==> config.mk <==
export PLATFORM = sky130hd
export DESIGN_NAME = fast_adder_32bit
export DESIGN_NICKNAME = d
export VERILOG_FILES = /design/src/rtl/fast_adder_pkg.sv /design/src/rtl/cla_group4.sv /design/src/rtl/fast_adder_32bit.sv
export SDC_FILE = /design/constraint.sdc
export NUM_CORES = 1
export LEC_CHECK = 0
export ABC_AREA = 1
export CAP_MARGIN = 0
export CORE_MARGIN = 4
export CORE_UTILIZATION = 49
export CTS_BUF_LIST = sky130_fd_sc_hd__clkbuf_4 sky130_fd_sc_hd__clkbuf_8
export CTS_CLUSTER_DIAMETER = 60
export DETAILED_ROUTE_END_ITERATION = 8
export GPL_TIMING_DRIVEN = 0
export PLACE_DENSITY = 0.9
export SYNTH_ARGS = -nofsm -noshare
export SYNTH_HDL_FRONTEND = slang
export SYNTH_SLANG_ARGS = --single-unit
==> constraint.sdc <==
create_clock -name clk -period 4.1 [get_ports clk]
set_input_delay 0.615 -clock clk [delete_from_list [all_inputs] [get_ports clk]]
set_output_delay 0.615 -clock clk [all_outputs]
set_load 0.01 [all_outputs]
**Run 1: clock distribution**

Scale bar: 20 um.
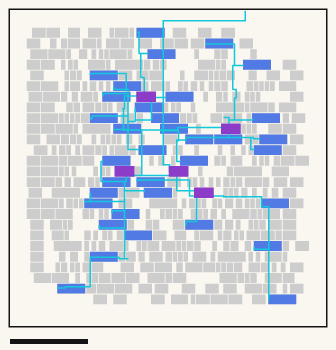
cyan -> clock wires  # length 498 um
purple -> cells driving clock nets  # count 5
blue -> flip-flops  # count 35
routed clock nets = 6
Clk. pwr: 0.275 mW
worst clock skew: 0 ns
clock group share of total power: 0.256

**Run 1: ports around the boundary**

Pins as bars across the die edge, other pins in grey.
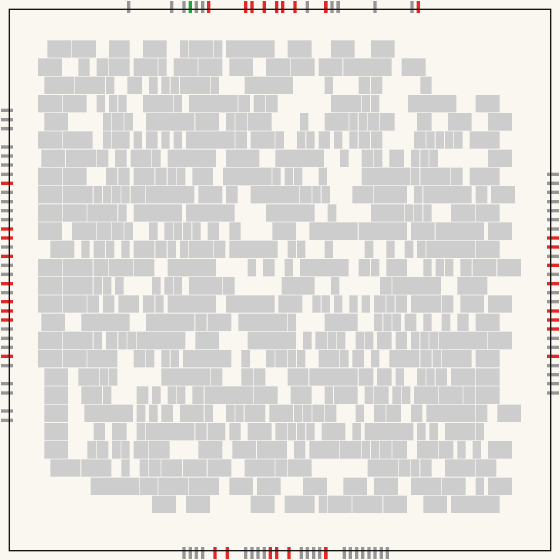
green -> Cin  # pins 1, direction input, edge top
red -> S  # pins 32, direction output, edge 9 top, 9 left, 8 right, 6 bottom
floorplan die height: 80.6 um
die span in x: 80.6 um
number of port buffers: 100

**Run 1: cell density map**

The die is cut into 8 by 8 equal tiles; white is low, dark blue is high, 0 to 100% covered.
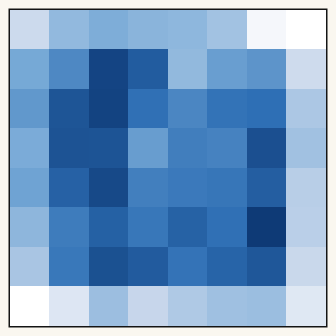
fullest tile = 96%
mean over tiles = 57%
nearly empty tiles = 3.1%
tiles over 75% full = 27%
emptiest ninth of the die = upper right
area of the core: 0.00511 mm^2
final core utilization: 0.738
starting density of the core: 0.506

==> results.json, run 1 <==
{
  "wl_mm": 7.22,
  "status": "complete, no violations",
  "detailed_place.area_mm2": 0.00367,
  "maxUsedRoutingLayer": "met4",
  "combinationalPowerShare": 0.380,
  "ys.warnings.count": 0,
  "cts_max_level": 2,
  "synth-area-yosys_mm2": 0.00258,
  "warning_count": 26,
  "sequentialPowerShare": 0.364,
  "post_route_cells_drive_above_1_share": 0.0536,
  "num_rows": 26,
  "max_slew.worst_pin.slew_ns": 0.549,
  "yosys_xor_share": 0.0644,
  "critical_path_slowest_stage_cell": "sky130_fd_sc_hd__clkdlybuf4s50_1",
  "fp_nets": 466,
  "max_cap_viol_count": 0,
  "ys_sh_simple": 0.254,
  "detail_route.iter0.violations": 115,
  "power.total_mw": 1.08,
  "first_global_vias": 2687,
  "power.group.top": "combinational logic",
  "met3_length_um": 507,
  "startpoint_type_of_the_worst_setup_path": "input port",
  "cts_tree": "yes",
  "crit_family": "adder cells",
  "vias_per_cell": 5.02,
  "number_of_cells_after_detailed_placement": 528,
  "yosysCellCount": 358,
  "insertion_delay_ns": 0.28,
  "postLayoutCellArea_mm2": 0.00377,
  "layout_top_cells": "sky130_fd_sc_hd__clkdlybuf4s50_1, sky130_fd_sc_hd__nor2_1, sky130_fd_sc_hd__nand2_1",
  "area.combinational_mm2": 0.00170,
  "final-seq-area_um2": 701,
  "crit_buf_inv": 2,
  "setup_viol_count_final": 0,
  "cts_max_path_buffers": 2,
  "grt_usage": 0.229,
  "met2RoutedLength_mm": 3.62,
  "dr.pass1.iters": 5,
  "layoutNonFillerInstCount": 536,
  "fin_setup_tns_ns": 0,
  "worst-endpoint-required_ns": 4.28,
  "route.vias.total": 2689,
  "synthDistinctLibCells": 24,
  "netlist.top_cell.by_area": "sky130_fd_sc_hd__dfxtp_1",
  "post_cts_resize_count": 0,
  "tritoncts.num_buffers": 5,
  "synth_seq_share": 0.271,
  "final.fill_count": 418,
  "netlist_area_mm2": 0.00258,
  "ys_async_sr_fraction": 0,
  "routedWlPerCell_um": 13.5,
  "largest_voltage_drop_on_the_vdd_net_mv": 0.176,
  "switching_share": 0.325,
  "hold_slack_ns": 0.507,
  "critPathArrivalTime_ns": 3.14,
  "post-synth-top-area-fraction": 0.271,
  "area_leaders": "sky130_fd_sc_hd__dfxtp_1, sky130_fd_sc_hd__ha_1, sky130_fd_sc_hd__nor2_1, sky130_fd_sc_hd__nand2_1, sky130_fd_sc_hd__o21ai_0",
  "layout_top_cell": "sky130_fd_sc_hd__clkdlybuf4s50_1",
  "ant_nets": 0,
  "cts_hold_buf": 0,
  "grt_setup_unrepaired": "false",
  "critical_path_cell_count": 14,
  "synthTopLogicFamily": "simple AND/OR/NAND/NOR gates",
  "dp_worst_setup_slack_ns": 0.889,
  "power-per-cell-area_mw_per_mm2": 285,
  "drv_slew": 0,
  "power.combinational.total_mw": 0.409,
  "timing.reg2reg.worst_path_depth": 4,
  "yosys_register_bits": 35,
  "ys_sh_aoi": 0.122,
  "antenna_diode_count": 0,
  "critPathKind": "in2reg",
  "end_kind": "flop",
  "timing.critical_path.cells": "clkdlybuf4s50_1 -> ha_1 -> a21oi_1 -> o21ai_0 -> a21oi_1 -> nor2_1 -> nand2_1 -> nand2_1 -> nor2_1 -> nand2_2 -> fa_1 -> xor2_1 -> o21ai_0 -> inv_1",
  "max_freq_ghz": 0.338,
  "route.layer.met1.wl_mm": 2.96,
  "hold_violations": 0,
  "largest_register_ff_count": 32,
  "final.period_utilization": 0.721,
  "register_to_register_setup_slack_ns": 3.39,
  "synthAdderAreaFrac": 0.217,
  "flop_cell": "sky130_fd_sc_hd__dfxtp_1",
  "area_growth_syn_to_layout_pct": 46.0,
  "min_path_type": "reg2reg",
  "cts_root_buf": "sky130_fd_sc_hd__clkbuf_8",
  "power_in_sequential_cells_mw": 0.392,
  "clock_pin_slew_of_the_registers_on_the_worst_case_setup_and_hold_paths_ns": 0.07,
  "floorplan.die_area_mm2": 0.00650,
  "synthMuxAreaShare": 0,
  "grt_pass1_wl_mm": 11.6,
  "post-route-drc-count": 0,
  "routabilityCongestion": 0.914,
  "most_common_cell": "sky130_fd_sc_hd__nor2_1",
  "post_cts_buffers": 0,
  "layout_min_cycle_time_ns": 2.95,
  "internal_mw": 0.727,
  "min_path_cells": 2,
  "synth.avg_cell_area_um2": 7.22,
  "hpwl_mm": 5.86,
  "number_of_antenna_violations_at_the_first_check_in_global_routing": 0,
  "syn_inst": 358,
  "maxSlewHeadroom": 0.634,
  "top_cells_by_count": "sky130_fd_sc_hd__nor2_1, sky130_fd_sc_hd__nand2_1, sky130_fd_sc_hd__inv_1, sky130_fd_sc_hd__dfxtp_1, sky130_fd_sc_hd__o21ai_0",
  "critical_path.max_stage_delay_ns": 0.40
}
run 1: metal layers:
metal,GRT usage,vias up
li1,-,1371
met3,0.0527,14
met5,0,-
met4,0.0811,0
met2,0.425,101
met1,0.251,1203
run 1: cells by family (layout without fill, tap and decap cells):
group / after synthesis / in the layout
compound gates: 61 / 61
xor+xnor: 19 / 19
fa+ha+maj: 40 / 40
buf+inv: 49 / 157
flops: 35 / 35
simple gates: 154 / 154
run 1: layout make-up:
| class | instances | area share |
|---|---|---|
| sequential | 35 | 0.186 |
| clock inverter | 1 | 0.00232 |
| inverter | 39 | 0.0388 |
| multi-input combinational | 274 | 0.451 |
| clock buffer | 7 | 0.0239 |
| tap | 70 | 0.0232 |
| buffer | 10 | 0.00995 |
| timing repair buffer | 100 | 0.265 |
--- run 2 (diff from run 1) ---
Settings changed: CORE_UTILIZATION 49 to 41, PLACE_DENSITY 0.9 to 0.8.
Clock period 4.1 ns to 2.45 ns, I/O delays scaled along.
**Run 2: cell density map**

The die is cut into 9 by 9 equal tiles; white is low, dark blue is high, 0 to 100% covered.
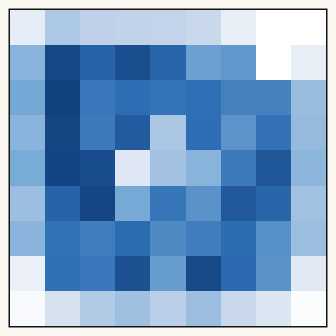
mean over tiles = 53%
nearly empty tiles = 4.9%
emptiest ninth of the die = upper right
tiles over 75% full = 26%
area of the core: 0.00603 mm^2
starting density of the core: 0.429
final core utilization: 0.684

==> run 2 against run 1 <==
Clock power is 74% higher. Die size rose by 18%. Largest cell class unchanged. Largest power group unchanged. Global-route usage down 3.0 points. Clock skew unchanged. Via count rose by 2.1%.
==> results.json, run 2 <==
{
  "maxSlewHeadroom": 0.605,
  "detail_route.iter0.violations": 75,
  "synthDistinctLibCells": 24,
  "startpoint_type_of_the_worst_setup_path": "input port",
  "antenna_diode_count": 0,
  "timing.reg2reg.worst_path_depth": 4,
  "cts_root_buf": "sky130_fd_sc_hd__clkbuf_8",
  "met3_length_um": 557,
  "final-seq-area_um2": 701,
  "flops": 35,
  "grt_pass1_wl_mm": 12.0,
  "multiInputCombCellCount": 274,
  "crit_buf_inv": 2,
  "status": "complete, no violations",
  "post_route_cells_drive_above_1_share": 0.135,
  "inverters": 39,
  "dieWidth_um": 87.4,
  "area_growth_syn_to_layout_pct": 59.5,
  "ys.warnings.count": 0,
  "route.vias.total": 2746,
  "netlist.top_cell.by_area": "sky130_fd_sc_hd__dfxtp_1",
  "critical_path.max_stage_delay_ns": 0.40,
  "min_path_type": "reg2reg",
  "floorplan.die_area_mm2": 0.00764,
  "final.fill_count": 497,
  "ys_async_sr_fraction": 0,
  "warning_count": 27,
  "dr.pass1.iters": 4,
  "insertion_delay_ns": 0.29,
  "largest_voltage_drop_on_the_vdd_net_mv": 0.329,
  "critPathKind": "in2reg",
  "max_freq_ghz": 0.426,
  "largest_register_ff_count": 32,
  "crit_family": "adder cells",
  "met1_usage": 0.226,
  "timing.critical_path.cells": "clkdlybuf4s50_1 -> ha_1 -> nand2_1 -> nor2_1 -> a211oi_2 -> nand2_4 -> nand2_1 -> nand2_2 -> fa_1 -> xor2_1 -> o21ai_1 -> inv_1",
  "nWellTaps": 75,
  "fin_setup_tns_ns": 0,
  "number_of_cells_after_detailed_placement": 533,
  "signal_buffers": 119,
  "top_cells_by_count": "sky130_fd_sc_hd__nor2_1, sky130_fd_sc_hd__nand2_1, sky130_fd_sc_hd__inv_1, sky130_fd_sc_hd__dfxtp_1, sky130_fd_sc_hd__o21ai_0",
  "end_kind": "flop",
  "routabilityCongestion": 0.828,
  "hpwl_mm": 5.91,
  "final.period_utilization": 0.958,
  "post-route-drc-count": 0,
  "min_path_cells": 2,
  "layout.clock.cell_area_share": 0.0252,
  "vias_per_cell": 4.99,
  "cts_max_path_buffers": 2,
  "layout_min_cycle_time_ns": 2.35,
  "flop_cell": "sky130_fd_sc_hd__dfxtp_1",
  "layout_top_cell": "sky130_fd_sc_hd__clkdlybuf4s50_1",
  "post-synth-top-area-fraction": 0.271,
  "cts_hold_buf": 0,
  "netlist_area_mm2": 0.00258,
  "layoutNonFillerInstCount": 550,
  "worst-endpoint-required_ns": 2.63,
  "critPathArrivalTime_ns": 2.53,
  "cts_max_level": 2
}
[run 2: report_power, final]
group / leakage, nW / internal (mW) / switching, mW
clock: 0.0505 / 0.256 / 0.222
sequential: 0.291 / 0.626 / 0.0302
combinational: 1.70 / 0.397 / 0.372
[run 2: what timing repair did]
action	in CTS	in global routing
gates cloned	0	0
setup endpoints to repair	5	15
pin swaps	2	15
endpoints found under the hold margin	0	0
resized	23	42
setup buffers	2	7
[run 2: logic make-up (layout without fill, tap and decap cells)]
family,Yosys count,after routing,share of synthesized area
buffers and inverters,49,166,0.0712
xor gates and xnor gates,19,19,0.0644
DFF,35,35,0.271
and+or+nand+nor,154,154,0.254
adders and majority gates,40,40,0.217
AOI/OAI and AO/OA,61,61,0.122
Power and IR drop assume default switching activity.
